[src/rtl/pong_pkg.sv]
// Shared Pong match types: state encoding, score width, frame counter width
// and serve direction constants.
package pong_pkg;

  localparam int unsigned STATE_W = 3;
  localparam int unsigned SCORE_W = 4;
  localparam int unsigned FRAME_W = 8;

  typedef enum logic [STATE_W-1:0] {
    ST_MENU  = 3'd0,
    ST_SERVE = 3'd1,
    ST_PLAY  = 3'd2,
    ST_PAUSE = 3'd3,
    ST_POINT = 3'd4,
    ST_OVER  = 3'd5
  } match_state_e;

  localparam logic DIR_LEFT  = 1'b0;
  localparam logic DIR_RIGHT = 1'b1;

endpackage

[src/rtl/frame_delay.sv]
// Loadable frame down-counter; expired marks a tick that arrives with the
// count already at zero. Load takes priority over tick.
module frame_delay
  import pong_pkg::*;
(
  input  logic               clk,
  input  logic               rst_n,
  input  logic               load,
  input  logic [FRAME_W-1:0] load_val,
  input  logic               tick,
  output logic               expired
);

  logic [FRAME_W-1:0] count_q, count_d;

  always_comb begin
    count_d = count_q;
    if (load) begin
      count_d = load_val;
    end else if (tick && (count_q != '0)) begin
      count_d = count_q - FRAME_W'(1);
    end
  end

  assign expired = tick && (count_q == '0);

  always_ff @(posedge clk) begin
    if (!rst_n) begin
      count_q <= '0;
    end else begin
      count_q <= count_d;
    end
  end

endmodule

[src/rtl/match_sequencer.sv]
// Pong match-level controller: menu/serve/play/pause/point/over sequencing,
// score keeping and serve direction. Define PONG_PAUSE_EN to enable PAUSE.
module match_sequencer
  import pong_pkg::*;
#(
  parameter int unsigned WIN_SCORE    = 7,
  parameter int unsigned SERVE_FRAMES = 60,
  parameter int unsigned POINT_FRAMES = 90
) (
  input  logic               clock,
  input  logic               reset,
  input  logic               playPress,
  input  logic               menuPress,
  input  logic               pausePress,
  input  logic               frameTick,
  input  logic               leftMiss,
  input  logic               rightMiss,
  output logic               engineRun,
  output logic               engineRestart,
  output logic               serveDir,
  output logic [SCORE_W-1:0] scoreLeft,
  output logic [SCORE_W-1:0] scoreRight,
  output logic               gameOver,
  output logic               winner,
  output logic [STATE_W-1:0] matchState
);

  localparam logic [SCORE_W-1:0] WIN      = SCORE_W'(WIN_SCORE);
  localparam logic [FRAME_W-1:0] SERVE_LD = FRAME_W'(SERVE_FRAMES - 1);
  localparam logic [FRAME_W-1:0] POINT_LD = FRAME_W'(POINT_FRAMES - 1);

  match_state_e       state_q, state_d;
  logic               run_q, run_d;
  logic               restart_q, restart_d;
  logic               dir_q, dir_d;
  logic [SCORE_W-1:0] score_l_q, score_l_d;
  logic [SCORE_W-1:0] score_r_q, score_r_d;
  logic               over_q, over_d;
  logic               winner_q, winner_d;

  logic               restart_ev, new_match, inc_left, inc_right;
  logic               cnt_load, cnt_tick, cnt_expired;
  logic [FRAME_W-1:0] cnt_load_val;

  // Counter reloads on entry so a tick in the entry cycle is never counted.
  assign cnt_load     = (state_d != state_q) && ((state_d == ST_SERVE) || (state_d == ST_POINT));
  assign cnt_load_val = (state_d == ST_SERVE) ? SERVE_LD : POINT_LD;
  assign cnt_tick     = frameTick && ((state_q == ST_SERVE) || (state_q == ST_POINT));

  frame_delay u_frame_delay (
    .clk      (clock),
    .rst_n    (reset),
    .load     (cnt_load),
    .load_val (cnt_load_val),
    .tick     (cnt_tick),
    .expired  (cnt_expired)
  );

`ifndef PONG_PAUSE_EN
  logic unused_pause;
  assign unused_pause = pausePress;
`endif

  always_comb begin
    state_d    = state_q;
    restart_ev = 1'b0;
    new_match  = 1'b0;
    inc_left   = 1'b0;
    inc_right  = 1'b0;
    if (menuPress) begin
      state_d    = ST_MENU;
      restart_ev = 1'b1;
    end else begin
      unique case (state_q)
        ST_MENU, ST_OVER: begin
          if (playPress) begin
            state_d    = ST_SERVE;
            restart_ev = 1'b1;
            new_match  = 1'b1;
          end
        end
        ST_SERVE: begin
          if (cnt_expired) state_d = ST_PLAY;
        end
        ST_PLAY: begin
          if (leftMiss || rightMiss) begin
            state_d   = ST_POINT;
            inc_left  = rightMiss && !leftMiss;
            inc_right = leftMiss && !rightMiss;
          end
`ifdef PONG_PAUSE_EN
          else if (pausePress) begin
            state_d = ST_PAUSE;
          end
`endif
        end
`ifdef PONG_PAUSE_EN
        ST_PAUSE: begin
          if (pausePress || playPress) state_d = ST_PLAY;
        end
`endif
        ST_POINT: begin
          if (cnt_expired) begin
            if ((score_l_q == WIN) || (score_r_q == WIN)) begin
              state_d = ST_OVER;
            end else begin
              state_d    = ST_SERVE;
              restart_ev = 1'b1;
            end
          end
        end
        default: state_d = ST_MENU;
      endcase
    end
  end

  always_comb begin
    run_d     = (state_d == ST_PLAY);
    restart_d = restart_ev;
    over_d    = (state_d == ST_OVER);
    winner_d  = winner_q;
    dir_d     = dir_q;
    score_l_d = score_l_q;
    score_r_d = score_r_q;
    if ((state_d == ST_OVER) && (state_q != ST_OVER)) begin
      winner_d = (score_r_q == WIN);
    end
    if (new_match || (state_d == ST_MENU)) begin
      score_l_d = '0;
      score_r_d = '0;
    end else begin
      if (inc_left && (score_l_q < WIN)) score_l_d = score_l_q + SCORE_W'(1);
      if (inc_right && (score_r_q < WIN)) score_r_d = score_r_q + SCORE_W'(1);
    end
    // Next serve goes toward whoever conceded the point.
    if (new_match) begin
      dir_d = DIR_RIGHT;
    end else if (inc_left) begin
      dir_d = DIR_RIGHT;
    end else if (inc_right) begin
      dir_d = DIR_LEFT;
    end
  end

  always_ff @(posedge clock) begin
    if (!reset) begin
      state_q   <= ST_MENU;
      run_q     <= 1'b0;
      restart_q <= 1'b0;
      dir_q     <= DIR_RIGHT;
      score_l_q <= '0;
      score_r_q <= '0;
      over_q    <= 1'b0;
      winner_q  <= 1'b0;
    end else begin
      state_q   <= state_d;
      run_q     <= run_d;
      restart_q <= restart_d;
      dir_q     <= dir_d;
      score_l_q <= score_l_d;
      score_r_q <= score_r_d;
      over_q    <= over_d;
      winner_q  <= winner_d;
    end
  end

  assign engineRun     = run_q;
  assign engineRestart = restart_q;
  assign serveDir      = dir_q;
  assign scoreLeft     = score_l_q;
  assign scoreRight    = score_r_q;
  assign gameOver      = over_q;
  assign winner        = winner_q;
  assign matchState    = state_q;

endmodule

[config.mk]
export PLATFORM = sky130hd
export DESIGN_NAME = match_sequencer
export DESIGN_NICKNAME = d
export VERILOG_FILES = /design/src/rtl/pong_pkg.sv /design/src/rtl/frame_delay.sv /design/src/rtl/match_sequencer.sv
export SDC_FILE = /design/constraint.sdc
export NUM_CORES = 1
export LEC_CHECK = 0
export ABC_AREA = 1
export CORE_MARGIN = 3
export CORE_UTILIZATION = 45
export CTS_CLUSTER_SIZE = 20
export DETAILED_ROUTE_END_ITERATION = 10
export HOLD_SLACK_MARGIN = 0.03
export MAX_ROUTING_LAYER = met4
export PLACE_DENSITY = 0.7
export SETUP_SLACK_MARGIN = 0.15
export SKIP_LAST_GASP = 1
export SLEW_MARGIN = 20
export SYNTH_ARGS = -nofsm -noshare
export SYNTH_HDL_FRONTEND = slang
export SYNTH_SLANG_ARGS = --single-unit
export TNS_END_PERCENT = 20
[constraint.sdc]
create_clock -name clock -period 4.3 [get_ports clock]
set_input_delay 0.86 -clock clock [delete_from_list [all_inputs] [get_ports clock]]
set_output_delay 0.86 -clock clock [all_outputs]
set_load 0.005 [all_outputs]
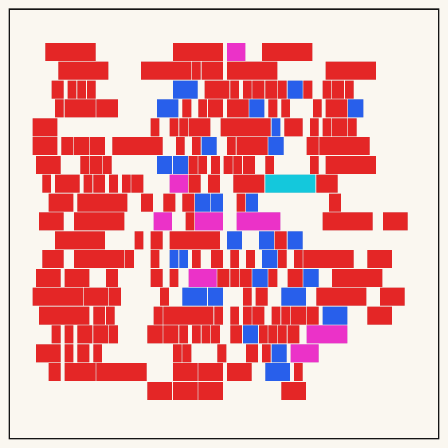
**Above:** run 1 (cell sizes after repair).
red -> drive 1 or less  # cells 178, share 83%
cyan -> drive 6 and up  # cells 1, share 0.47%
blue -> drive 2  # cells 28, share 13%
magenta -> drive 3 to 4  # cells 8, share 3.7%
Final Cell Area: 0.00167 mm^2
synth-to-layout area growth: 19.3%
number of non-clock buffers: 22
setup slack after layout: 1990 ps

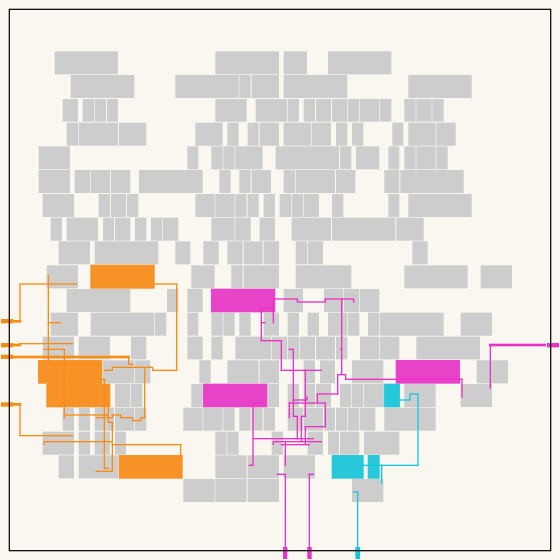
**Above:** run 1 (port wiring).
cyan -> frameTick  # direction input, end cells 3, buffers 1, wire 26.8 um
magenta -> matchState  # direction output, end cells 3, buffers 3, wire 151 um
orange -> scoreLeft  # direction output, end cells 4, buffers 4, wire 150 um

==> impl_metrics.csv, run 1 <==
group,metric,value,unit
setup_path,cp.depth,14,
floorplanning,ioPinCount,24,
power_and_ir_drop,power_leader,"sequential cells",
logic_synthesis,yosysWarnings,0,
layout,fillerInstances,282,
setup_path,slowest_stage,"clkdlybuf4s50_1",
layout,seq_cells,24,
setup_path,slowest_delay,520,ps
layout,clock_cell_area_share,1.35,%
setup_path,startpoint_type,"primary input",
layout,seq_share,28.7,%
floorplanning,tapCellCount,31,
run_status,status,"finished, final reports clean",
logic_synthesis,largest_area_cell,"dfxtp_1",
setup_path,worstSetupPathType,"in2reg",
worst_hold_path,timing.hold.worst_endpoint,"winner$_SDFFE_PN0P_",
power_and_ir_drop,leakage,0.755,nW
timing,grt_setup_unrepaired,"no",
clock_tree,post_cts_buffers,0,
setup_path,crit_start,"frameTick",
logic_synthesis,compound_area_share,8.48,%
power_and_ir_drop,total_power,450,uW
power_and_ir_drop,ir_worst_vdd,0.171,mV
clock_tree,hold_buffers,0,
timing,hold_viol,0,
worst_hold_path,hold_depth,2,
setup_path,cp_num_buf_inv,3,
clock_tree,cts.repair.resized,0,
setup_path,crit_path_end_kind,"register",
layout,nonClkBufAreaFrac,13.2,%
power_and_ir_drop,p_per_area,269,mW/mm^2
timing,fmax,0.434,GHz
clock_tree,clk_latency,310,ps
timing,slew_violations,0,
logic_synthesis,adder_share,3.57,%
global_routing,first_global_vias,1197,
layout,nClkBuffers,3,
setup_path,path_cells,"clkdlybuf4s50_1 -> inv_1 -> nor2_4 -> nand3_1 -> nand2_2 -> nand2_2 -> nand2_1 -> nand2_1 -> clkinv_2 -> nand3_4 -> nand2_4 -> nand3_1 -> nand2_1 -> nor2_1",
power_and_ir_drop,internal_power,308,uW
layout,layout.cells.most_common,"nand2_1",
worst_hold_path,hold_class,"reg2reg",
logic_synthesis,synthesis.nets,203,
logic_synthesis,synth_chip_area,0.00140,mm^2
layout,sh_comb_area,47.5,%
setup_path,cp_common_cell,"nand2_1",
logic_synthesis,async_flop_share,0,%
clock_tree,clock_sinks,24,
setup_path,crit_required,4520,ps
clock_tree,clockRootBuffer,"clkbuf_4",
logic_synthesis,simple_gate_area_share,40.3,%
layout,logic_gates,136,
drt,top_layer_used,"met4",
logic_synthesis,yosysCellCount,191,
logic_synthesis,netlist_logic_family_top,"simple AND/OR/NAND/NOR gates",
floorplanning,floorplan.core_util,49.1,%
global_routing,antenna_found_initial,0,
layout,utilization,58.6,%
logic_synthesis,synthesis.instances,191,
setup_path,worst_r2r_startpoint,"u_frame_delay.count_q[0]$_SDFFE_PN0P_",
power_and_ir_drop,powerSeq,238,uW
place,dp.cells,243,
floorplanning,die_h,61.8,um
run,maxCapViolCount,0,
layout,largest_reg_flops,8,
layout,drive_gt1_share,17.2,%
logic_synthesis,edf_count,0,
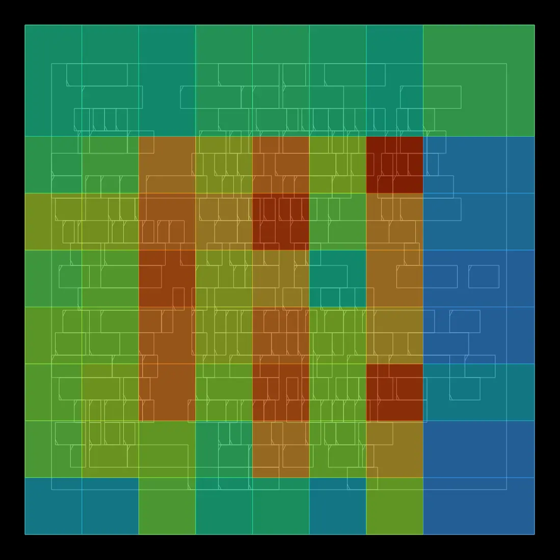
**Above:** run 1 (routing congestion map).
met2 usage: 29.6%
WL/cell: 11.8 um

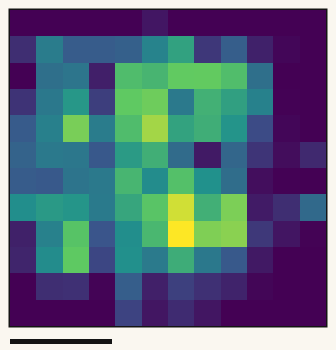
**Above:** run 1 (signal metal coverage by tile).
Scale bar: 20 um. The die is cut into 12 by 12 equal tiles; dark purple is low, yellow is high, scaled to the fullest tile. Values are wire area over tile area, all layers added.
mean over tiles = 0.12
emptiest ninth of the die = south-east
fullest tile = 0.40
vias post-DR: 1272
GRT Overall Usage: 17.6%
drt total wl: 2.90 mm

**Run 1: placed cells, one colour a class**

Scale bar: 20 um.
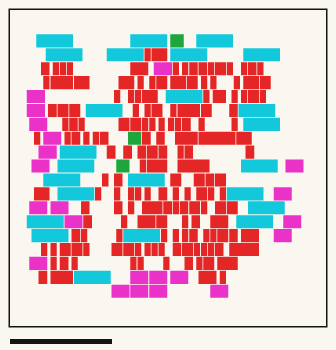

--- run 2 (diff from run 1) ---
Clock period 4.3 ns to 2.3 ns, I/O delays scaled along.
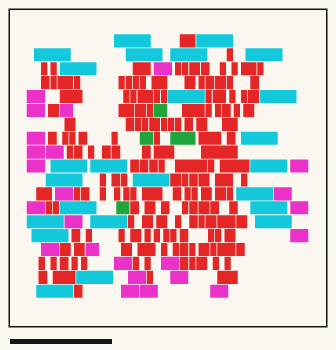
**Above:** run 2 (placed cells, one colour a class).
Scale bar: 20 um.
cyan -> flops  # cells 24, share of their area 29%
green -> clock drivers and dummy loads  # cells 4, share of their area 2.2%
red -> all other logic  # cells 166, share of their area 55%
magenta -> other buffers and delay cells  # cells 24, share of their area 14%
# rows: 19
sequential share of cell area: 28.3%
Util after Layout: 59.6%
Final Cell Area: 0.00170 mm^2

==> impl_metrics.csv, run 2 <==
group,metric,value,unit
drt,top_layer_used,"met4",
layout,logic_gates,136,
power_and_ir_drop,powerSeq,445,uW
setup_path,worstSetupPathType,"reg2reg",
setup_path,slowest_stage,"dfxtp_1",
logic_synthesis,synthesis.nets,203,
clock_tree,cts.repair.resized,0,
floorplanning,ioPinCount,24,
setup_path,crit_start,"u_frame_delay.count_q[0]$_SDFFE_PN0P_",
global_routing,grt_use_met2,29.9,%
logic_synthesis,synthesis.instances,191,
setup_path,worst_r2r_startpoint,"u_frame_delay.count_q[0]$_SDFFE_PN0P_",
timing,hold_viol,0,
logic_synthesis,synth_chip_area,0.00140,mm^2
run_status,status,"finished, final reports clean",
worst_hold_path,hold_class,"reg2reg",
drt,drt-wirelength-per-cell,11.8,um
logic_synthesis,async_flop_share,0,%
setup_path,cp_num_buf_inv,3,
setup_path,slowest_delay,340,ps
logic_synthesis,adder_share,3.57,%
power_and_ir_drop,total_power,887,uW
layout,area_delta_synth_final,21.3,%
layout,layout.cells.most_common,"nand2_1",
power_and_ir_drop,leakage,0.773,nW
logic_synthesis,yosysCellCount,191,
setup_path,crit_path_end_kind,"register",
layout,largest_reg_flops,8,
global_routing,track_usage,17.9,%
clock_tree,clk_latency,320,ps
timing,slew_violations,0,
setup_path,path_cells,"inv_1 -> ha_1 -> nand2_2 -> nor2_8 -> nand3_2 -> nand2_1 -> nand3_2 -> nand2_2 -> inv_2 -> nand2_2 -> nand2_2 -> clkinv_2 -> nand2_4 -> nand2_2 -> nand2_1 -> nor2_1 -> nor2_1",
logic_synthesis,compound_area_share,8.48,%
layout,fillerInstances,269,
drt,wl,2.93,mm
timing,fmax,0.515,GHz
clock_tree,post_cts_buffers,0,
layout,drive_gt1_share,18.3,%
logic_synthesis,largest_area_cell,"dfxtp_1",
**Run 2: routing congestion map**

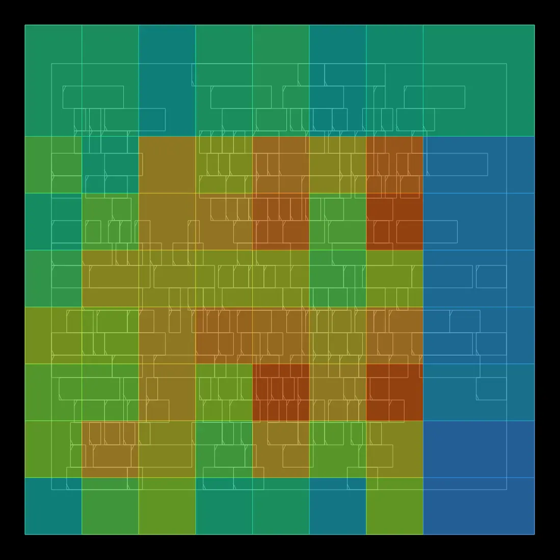

--- run 3 (diff from run 2) ---
Settings changed: PLACE_DENSITY 0.7 to 0.72.
Clock period 2.3 ns to 1.7 ns, I/O delays scaled along.
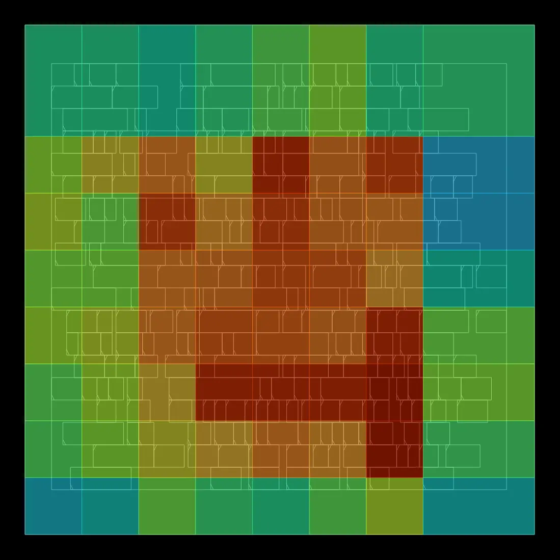
**Above:** run 3 (routing congestion map).
met1 Track Usage GR: 27.5%
Util after Layout: 77.2%
WL/cell: 16.0 um
met2 usage: 39.6%
grt peak-use layer: met2

==> impl_metrics.csv, run 3 <==
group,metric,value,unit
logic_synthesis,synthesis.nets,203,
layout,largest_reg_flops,8,
floorplanning,floorplan.core_util,49.1,%
logic_synthesis,simple_gate_area_share,40.3,%
clock_tree,clockRootBuffer,"clkbuf_4",
timing,grt_setup_unrepaired,"yes",
power_and_ir_drop,leakage,1.01,nW
layout,layout.cells.most_common,"buf_4",
drt,vias,1597,
timing,worst_slack,-213,ps
logic_synthesis,largest_area_cell,"dfxtp_1",
floorplanning,ioPinCount,24,
setup_path,crit_start,"matchState[0]$_SDFF_PN0_",
layout,drive_gt1_share,44.2,%
floorplanning,die_h,61.8,um
setup_path,worst_r2r_startpoint,"matchState[0]$_SDFF_PN0_",
run_status,status,"complete, but fails checks",
global_routing,first_global_vias,1495,
power_and_ir_drop,ir_worst_vdd,0.503,mV
drt,wl,4.64,mm
timing,setup_viol,10,
layout,seq_share,22.6,%
power_and_ir_drop,total_power,1.51,mW
setup_path,cp_num_buf_inv,2,
layout,area_delta_synth_final,57.1,%
setup_path,slowest_delay,410,ps
logic_synthesis,adder_share,3.57,%
setup_path,startpoint_type,"register",
clock_tree,clock_sinks,24,
timing,fin_crit,1910,ps
layout,seq_cells,24,
logic_synthesis,edf_count,0,
power_and_ir_drop,internal_power,1.03,mW
logic_synthesis,compound_area_share,8.48,%
layout,nClkBuffers,3,
clock_tree,cts.repair.resized,26,
run_status,violations,"negative setup slack",
logic_synthesis,yosysCellCount,191,
setup_path,worstSetupPathType,"reg2reg",
setup_path,cp.depth,12,
place,dp.cells,277,
worst_hold_path,hold_class,"reg2reg",
logic_synthesis,netlist_logic_family_top,"simple AND/OR/NAND/NOR gates",
run,maxCapViolCount,0,
timing,hold_viol,0,
global_routing,antenna_found_initial,0,
worst_hold_path,hold_depth,2,
floorplanning,rows,19,
power_and_ir_drop,p_per_area,684,mW/mm^2
setup_path,path_cells,"nor2_1 -> nand2_1 -> o22a_2 -> nand2_2 -> nand2_4 -> inv_2 -> nand2_2 -> nand2_2 -> clkinv_4 -> a21oi_4 -> nor2_1 -> nor2_1",
power_and_ir_drop,power_leader,"sequential cells",
layout,n_all_buffers,65,
clock_tree,clk_latency,330,ps
floorplanning,tapCellCount,31,
layout,finalInstanceArea,0.00220,mm^2
timing,slew_violations,0,
setup_path,crit_path_end_kind,"register",
setup_path,crit_required,1970,ps
Power and IR drop assume default switching activity.
